`src/rtl/instr_fetch_queue.sv`:
```
// Instruction fetch front-end: streams words from a 1-cycle-latency program memory
// into a small FIFO and hands them to the processor over a valid/ready handshake.
module instr_fetch_queue #(
    parameter int          ADDR_W      = 8,
    parameter int          DEPTH       = 4,
    parameter logic [7:0]  HALT_OPCODE = 8'hFF
) (
    input  logic                     clk,
    input  logic                     reset,
    input  logic                     start,
    output logic                     mem_rd,
    output logic [ADDR_W-1:0]        mem_addr,
    input  logic [23:0]              mem_rdata,
    output logic [7:0]               opcode,
    output logic [7:0]               operand1,
    output logic [7:0]               operand2,
    output logic                     instr_valid,
    input  logic                     instr_ready,
    output logic                     done,
    output logic [$clog2(DEPTH):0]   fill_level
);

    localparam int PW = $clog2(DEPTH);
    localparam logic [ADDR_W-1:0] TOP_ADDR = '1;

    typedef enum logic [1:0] {S_IDLE, S_FETCH, S_DRAIN, S_DONE} state_t;

    state_t            state_q;
    logic [ADDR_W-1:0] pc_q;
    logic              inflight_q;
    logic              inflight_top_q;
    logic              top_issued_q;
    logic              done_q;
    logic [PW:0]       wr_ptr_q;
    logic [PW:0]       rd_ptr_q;
    logic [23:0]       fifo_mem [DEPTH];

    logic [PW:0]       count;
    logic [PW+1:0]     demand;
    logic [PW+1:0]     budget;
    logic              pop;
    logic              capture;
    logic              halt_now;
    logic              push;
    logic              can_issue;
    logic [23:0]       head;

    always_comb begin
        count       = wr_ptr_q - rd_ptr_q;
        instr_valid = (count != '0);
        pop         = instr_valid & instr_ready;
        capture     = (state_q == S_FETCH) & inflight_q;
        halt_now    = capture & (mem_rdata[23:16] == HALT_OPCODE);
        push        = capture & ~halt_now;
        // Credit check: everything already queued or in flight, minus the slot freed this cycle.
        demand      = {1'b0, count} + {{(PW+1){1'b0}}, inflight_q};
        budget      = (PW+2)'(DEPTH) + {{(PW+1){1'b0}}, pop};
        can_issue   = (demand < budget);
        mem_rd      = (state_q == S_FETCH) & ~top_issued_q & ~halt_now & can_issue;
        mem_addr    = mem_rd ? pc_q : '0;
        head        = fifo_mem[rd_ptr_q[PW-1:0]];
        opcode      = instr_valid ? head[23:16] : 8'h00;
        operand1    = instr_valid ? head[15:8]  : 8'h00;
        operand2    = instr_valid ? head[7:0]   : 8'h00;
        fill_level  = count;
        done        = done_q;
    end

    always_ff @(posedge clk) begin
        if (push) begin
            fifo_mem[wr_ptr_q[PW-1:0]] <= mem_rdata;
        end
    end

    always_ff @(posedge clk) begin
        if (reset) begin
            state_q        <= S_IDLE;
            pc_q           <= '0;
            inflight_q     <= 1'b0;
            inflight_top_q <= 1'b0;
            top_issued_q   <= 1'b0;
            done_q         <= 1'b0;
            wr_ptr_q       <= '0;
            rd_ptr_q       <= '0;
        end else begin
            inflight_q     <= mem_rd;
            inflight_top_q <= mem_rd & (pc_q == TOP_ADDR);
            // pc parks on the top address instead of wrapping back to 0.
            if (mem_rd) begin
                if (pc_q == TOP_ADDR) begin
                    top_issued_q <= 1'b1;
                end else begin
                    pc_q <= pc_q + ADDR_W'(1);
                end
            end
            if (push) begin
                wr_ptr_q <= wr_ptr_q + (PW+1)'(1);
            end
            if (pop) begin
                rd_ptr_q <= rd_ptr_q + (PW+1)'(1);
            end
            case (state_q)
                S_IDLE: begin
                    if (start) begin
                        state_q      <= S_FETCH;
                        pc_q         <= '0;
                        top_issued_q <= 1'b0;
                    end
                end
                S_FETCH: begin
                    if (halt_now || (capture && inflight_top_q)) begin
                        state_q <= S_DRAIN;
                    end
                end
                S_DRAIN: begin
                    if (count == '0) begin
                        state_q <= S_DONE;
                        done_q  <= 1'b1;
                    end
                end
                S_DONE: begin
                    if (start) begin
                        state_q      <= S_FETCH;
                        pc_q         <= '0;
                        top_issued_q <= 1'b0;
                        done_q       <= 1'b0;
                    end
                end
                default: state_q <= S_IDLE;
            endcase
        end
    end

endmodule

```
`config.mk`:
```
export PLATFORM = sky130hd
export DESIGN_NAME = instr_fetch_queue
export DESIGN_NICKNAME = d
export VERILOG_FILES = /design/src/rtl/instr_fetch_queue.sv
export SDC_FILE = /design/constraint.sdc
export NUM_CORES = 1
export LEC_CHECK = 0
export CAP_MARGIN = 10
export CORE_ASPECT_RATIO = 0.6
export CORE_MARGIN = 1.5
export CORE_UTILIZATION = 55
export CTS_BUF_LIST = sky130_fd_sc_hd__clkbuf_8 sky130_fd_sc_hd__clkbuf_16
export DETAILED_ROUTE_END_ITERATION = 7
export GPL_TIMING_DRIVEN = 0
export PLACE_DENSITY = 0.91
export SYNTH_ARGS = -nofsm -noshare
export SYNTH_HDL_FRONTEND = slang
export SYNTH_SLANG_ARGS = --single-unit
```
`constraint.sdc`:
```
create_clock -name clk -period 3.58 [get_ports clk]
set_clock_uncertainty 0.2 [all_clocks]
set_input_delay 0.537 -clock clk [delete_from_list [all_inputs] [get_ports clk]]
set_output_delay 0.537 -clock clk [all_outputs]
set_load 0.02 [all_outputs]
```
Fig. 1: run 1, wiring by layer
(3 px per um) Only two layers are drawn.
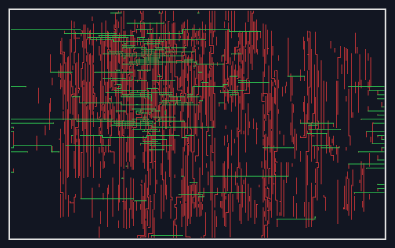
metal 3 -> green  # wire length 1100 um
metal 2 -> red  # wire length 5840 um

Fig. 2: run 1, placement view
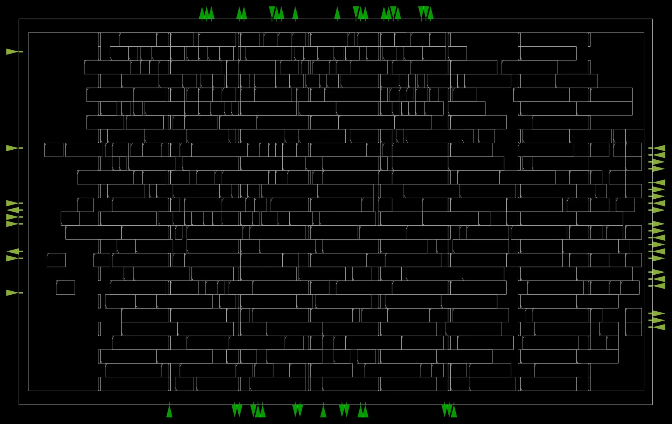
sequential cell count: 118
Filler Cells Inserted: 468
flop share of the area: 0.516
Layout Cells excl Fill: 522

Fig. 3: run 1, pin map
(4 px per um) Pins as bars across the die edge, other pins in gray.
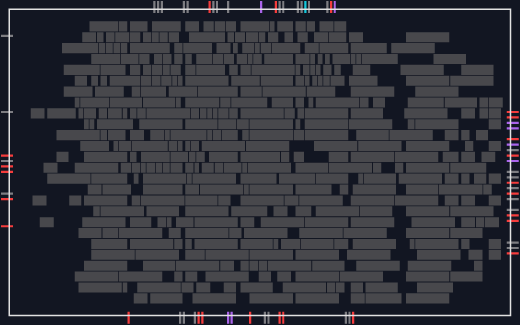
`opcode` -> purple  # pins 8, direction output, edge 4 east, 2 south, 2 north
`mem_rdata` -> red  # pins 24, direction input, edge 9 east, 7 south, 5 west, 3 north
`start` -> cyan  # pins 1, direction input, edge north
port bufs: 65
Die Y: 76.2 um
Die Width: 125 um

==> Changelog: implementation, run 1 <==
### Implementation results

- Status: finished, violations left
- Failing checks: negative setup slack
- Setup ws final: -0.0673 ns
- Core Util, Final: 0.750
- M2 GR Usage: 0.402
- Crit-path max cell delay: 0.58 ns
- MI comb area: 1580 sq um
- FF-to-FF path depth: 4
- Worst R2R End: fifo_mem[1][14]$_DFFE_PP_
- Largest delay share family, worst path: adder cells
- H-tree depth: 4
- Ao+oa area frac: 0.0500
- Synthesized net count: 340
- Clock group: between 1 and 1.5 mW
- Avg WL per Cell: 23.5 um
- Comb area leader: multiplexers
- Post-synth ARST share: 0
- Clock Latency Late Sink: 0.42 ns
- Final HPWL DP: between 6000 and 7000 um
- Peak VDD IR: 0.448 mV
- Most frequent cell on the critical path: inv_2
- M1 GR Usage: 0.349
- Critical Path End Type: output pin
- Final setup vio count: 2
- Cts bufs inserted: 17
- Largest area contributor in the netlist: edfxtp_1
- Min Tclk post-route: between 3 and 4 ns
- Diode count: 0
- Layout Nets: 438
- Crit path capture: mem_addr[2]
- CTS Sinks: 118
- Setup TNS: -0.0723 ns
- Drt total wl: about 12000 um
- Slew headroom: 0.181
- DRC: 0
- Most frequent cells in the layout: edfxtp_1 (96), and2_1 (36), clkdlybuf4s50_1 (31)
- DR WL met3: 1100 um
- Root Buffer Master: clkbuf_16
- R2r setup slk: about 0.44 ns
- Flop pwr share: 0.336
- Xor/xnor share: 0.0140
- Gate power share: 0.351
- Post-CTS Setup Bufs: 8
- Hold EP: done$_SDFFE_PP0P_
- DRT Pass-1 Iters: 7
- Metal-1 WL: approximately 4700 um
- Tap Cells: 112
- Pint: 3.13 mW
- Detailed-route via count: 3277
- Worst path cell trace: inv_2 -> ha_2 -> fa_2 -> inv_4 -> ha_4 -> o31ai_4 -> nand3_2 -> inv_2 -> buf_6 -> and2_1 -> buf_4
- Fmax: 274 MHz
- And+or+nand+nor area frac: 0.0951
- Multi-input gate share of total cell area: 0.245
- Antenna Nets Post-Route: 0
- Slowest-stage cell, CP: fa_2
- CORE AREA: 8590 sq um
Fig. 4: run 1, I/O nets highlighted
(3 px per um)
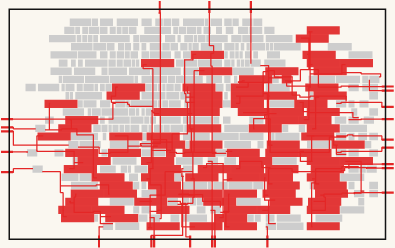

==> run 1 -> run 2 <==
Settings changed: ABC_CLOCK_PERIOD_IN_PS set to 3580, CAP_MARGIN 10 to not set, CORE_MARGIN 1.5 to not set.
Fig. 5: run 2, I/O nets highlighted
(3 px per um)
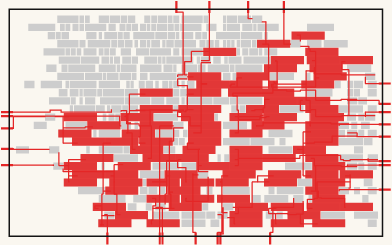
`mem_rdata` -> red  # bits 24, direction input, end cells 98, buffers 24, wire 1440 um

Fig. 6: run 2, met2 routing
(4 px per um)
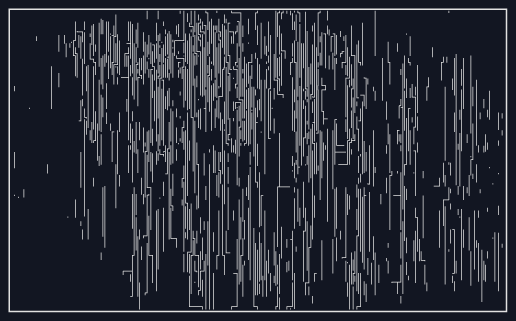
nets with wire on the layer = 391
main direction = vertical
wire length on this layer = 5140 um
share of all routed wire = 47%
M2 GR Usage: 0.367
drt total wl: 10900 um
detailed-route via count: 3116

==> Changelog: implementation, run 2 <==
### Implementation results

- Filler Cells Inserted: 481
- Reg area: 3330 sq um
- R2r setup slk: 0.38 ns
- Mean Syn Cell Area: 16.4 sq um
- Max-Cap Viols: 0
- Synth area leaders: edfxtp_1 (59%), mux4_2 (11%), dfxtp_1 (9.0%)
- Clock Latency Late Sink: 0.41 ns
- Sw frac: 0.317
- Tap Cells: 112
- FF-to-FF path depth: 4
- NetSw: 1.44 mW
- Hold EP: done$_SDFFE_PP0P_
- Most frequent cell on the critical path: inv_2
- Worst R2R End: fifo_mem[1][20]$_DFFE_PP_
- Count of cell types in the netlist: around 40
- Ao+oa area frac: 0.0500
- Min Tclk post-route: approximately 3.5 ns
- Area fraction in mux cells: 0.112
- CORE AREA: 8590 sq um
- Layout Cells excl Fill: approximately 510
- Status: finished, final reports clean
- Layout Nets: between 400 and 500
- Sequential cell count: about 120
- Final HPWL DP: approximately 6400 um
- Slowest-stage cell, CP: fa_1
- Setup TNS: 0 ns
- Post-CTS Setup Bufs: 3
- Worst path cell trace: inv_2 -> ha_2 -> fa_1 -> inv_2 -> ha_4 -> o31ai_4 -> nand3_2 -> inv_2 -> buf_6 -> and2_1 -> buf_4
- Clock group share of total power: 0.322
- Port bufs: between 60 and 70
- Post-Synthesis Cells: 299
- Critical path class: reg2out
- Critical Path End Type: output pin
- Multi-input gate share of total cell area: 0.248
- Post-synth top cells: edfxtp_1 (96), and2_1 (36), mux4_2 (24), dfxtp_1 (22), nor2_1 (13)
- Ys cells: ~300
- Critical Path AT: between 2 and 3 ns
- DR WL met3: 770 um
- And+or+nand+nor area frac: 0.0951
- Largest area contributor in the netlist: edfxtp_1
- Diode count: 0
- Synthesized net count: ~340
- Cts bufs inserted: 17
- Die Y: 75.2 um
- MI comb area: between 1500 and 2000 sq um
- Core Util, Final: 0.734
- Flop share of the area: 0.528
- Root Buffer Master: clkbuf_16
- Most frequent cells in the layout: edfxtp_1 (96), and2_1 (35), clkdlybuf4s50_1 (31)
- M1 GR Usage: 0.335
- Total GRT Usage: 0.243
- Clock buffers: 20
- DR vias/cell: 6.06
- Setup WS pre-CTS: -0.522 ns
- Cell area after layout: about 6300 sq um
- CTS Sinks: 118
- Log Warnings: 33
- H-tree depth: 4
- Reg-to-Reg Start: state_q[0]$_SDFFE_PP0P_
- DRT Pass-1 Iters: 6
- Crit-path max cell delay: 0.55 ns
- Largest delay share family, worst path: adder cells
- Comb area leader: multiplexers
- MI comb cells: 160
- Flop pwr share: 0.348
- Avg WL per Cell: 21.2 um
- Clock group: between 1 and 1.5 mW
- Fmax: ~280 MHz
- Gate power share: 0.330
- Metal-1 WL: 4830 um
- Pint: between 3 and 4 mW
- Combinational logic power: between 1 and 1.5 mW
- Slew headroom: 0.118
- Dominant flop cell: edfxtp_1
- Xor/xnor share: 0.0140
- RSZ-0062 raised after global routing: true
- Setup ws final: between 0.03 and 0.04 ns
- Post-synth ARST share: 0
- Synthesis-to-finish area growth: 28.5%
- DRC: 0
- CP Launch Point: wr_ptr_q[0]$_SDFFE_PP0P_
- Crit path capture: mem_addr[7]
- Die Width: roughly 120 um
- Power per cell area: 719 nW/um^2
- Antenna Nets Post-Route: 0
- Peak VDD IR: ~0.43 mV
- Final hold vios: 0
- Final setup vio count: 0
==> run 2 -> run 3 <==
Settings changed: REMOVE_ABC_BUFFERS set to 1.
Fig. 7: run 3, placement view
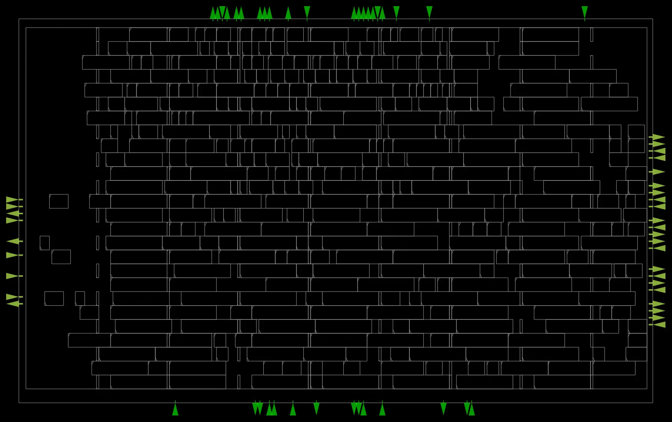
Tap Cells: 112
flop share of the area: 0.516
Layout Cells excl Fill: 517
Core Util, Final: 0.752
FP Rows: 26

==> Changelog: implementation, run 3 <==
### Implementation results

- Status: finished, final reports clean
- Crit-path max cell delay: between 0.3 and 0.4 ns
- Layout Nets: 433
- MI comb cells: 160
- Combinational logic power: 1.62 mW
- Multi-input gate share of total cell area: 0.243
- Xor/xnor share: 0.0140
- Clock group: between 1.5 and 2 mW
- Root Buffer Master: clkbuf_16
- Die Width: 124 um
- Clock Latency Late Sink: 0.42 ns
- Drt total wl: 12000 um
- Worst R2R End: fifo_mem[0][5]$_DFFE_PP_
- Critical Path End Type: output pin
- Synth area leaders: edfxtp_1 (59%), mux4_2 (11%), dfxtp_1 (9.0%)
- R2r setup slk: 0.34 ns
- Area fraction in mux cells: 0.112
- Detailed-route via count: about 3200
- Count of cell types in the netlist: 40
- And+or+nand+nor area frac: 0.0951
- Gate power share: 0.321
- Post-Synthesis Cells: roughly 300
- CTS Sinks: 118
- Ao+oa area frac: 0.0500
- Largest delay share family, worst path: adder cells
- Most frequent cells in the layout: edfxtp_1 (96), and2_1 (34), clkdlybuf4s50_1 (31)
- Cell area after layout: 6450 sq um
- Setup ws final: 0.0125 ns
- CP Launch Point: wr_ptr_q[0]$_SDFFE_PP0P_
- Sequential cell count: 118
- Final hold vios: 0
- Post-CTS Setup Bufs: 10
- Crit path capture: mem_addr[5]
- Synthesis-to-finish area growth: 31.5%
- Metal-1 WL: 4960 um
- Antenna Nets Post-Route: 0
- Reg area: 3330 sq um
- Worst path cell trace: inv_2 -> ha_2 -> fa_1 -> xor3_2 -> o21ai_4 -> o31ai_4 -> nand3_4 -> clkinv_4 -> and2_1 -> buf_2
- DR vias/cell: 6.16
- NetSw: 1.66 mW
- Clock group share of total power: 0.354
- Dominant flop cell: edfxtp_1
- Post-synth top cells: edfxtp_1 (96), and2_1 (36), mux4_2 (24), dfxtp_1 (22), nor2_1 (13)
- Flop pwr share: 0.326
- Post-synth ARST share: 0
- Comb area leader: multiplexers
- Setup WS pre-CTS: -0.549 ns
- Slowest-stage cell, CP: fa_1
- Total GRT Usage: 0.267
- Sw frac: 0.330
- Peak VDD IR: ~0.43 mV
- Pint: 3.38 mW
- Mean Syn Cell Area: 16.4 sq um
- Final setup vio count: 0
- Clock buffers: 17
- Min Tclk post-route: 3.57 ns
- FF-to-FF path depth: 4
- Max-Cap Viols: 0
Fig. 8: run 3, I/O nets highlighted
(3 px per um)
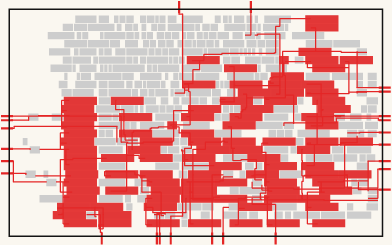
`mem_rdata` -> red  # bits 24, direction input, end cells 98, buffers 24, wire 1570 um

No activity file was given, so power comes from the tool's default toggle rates.
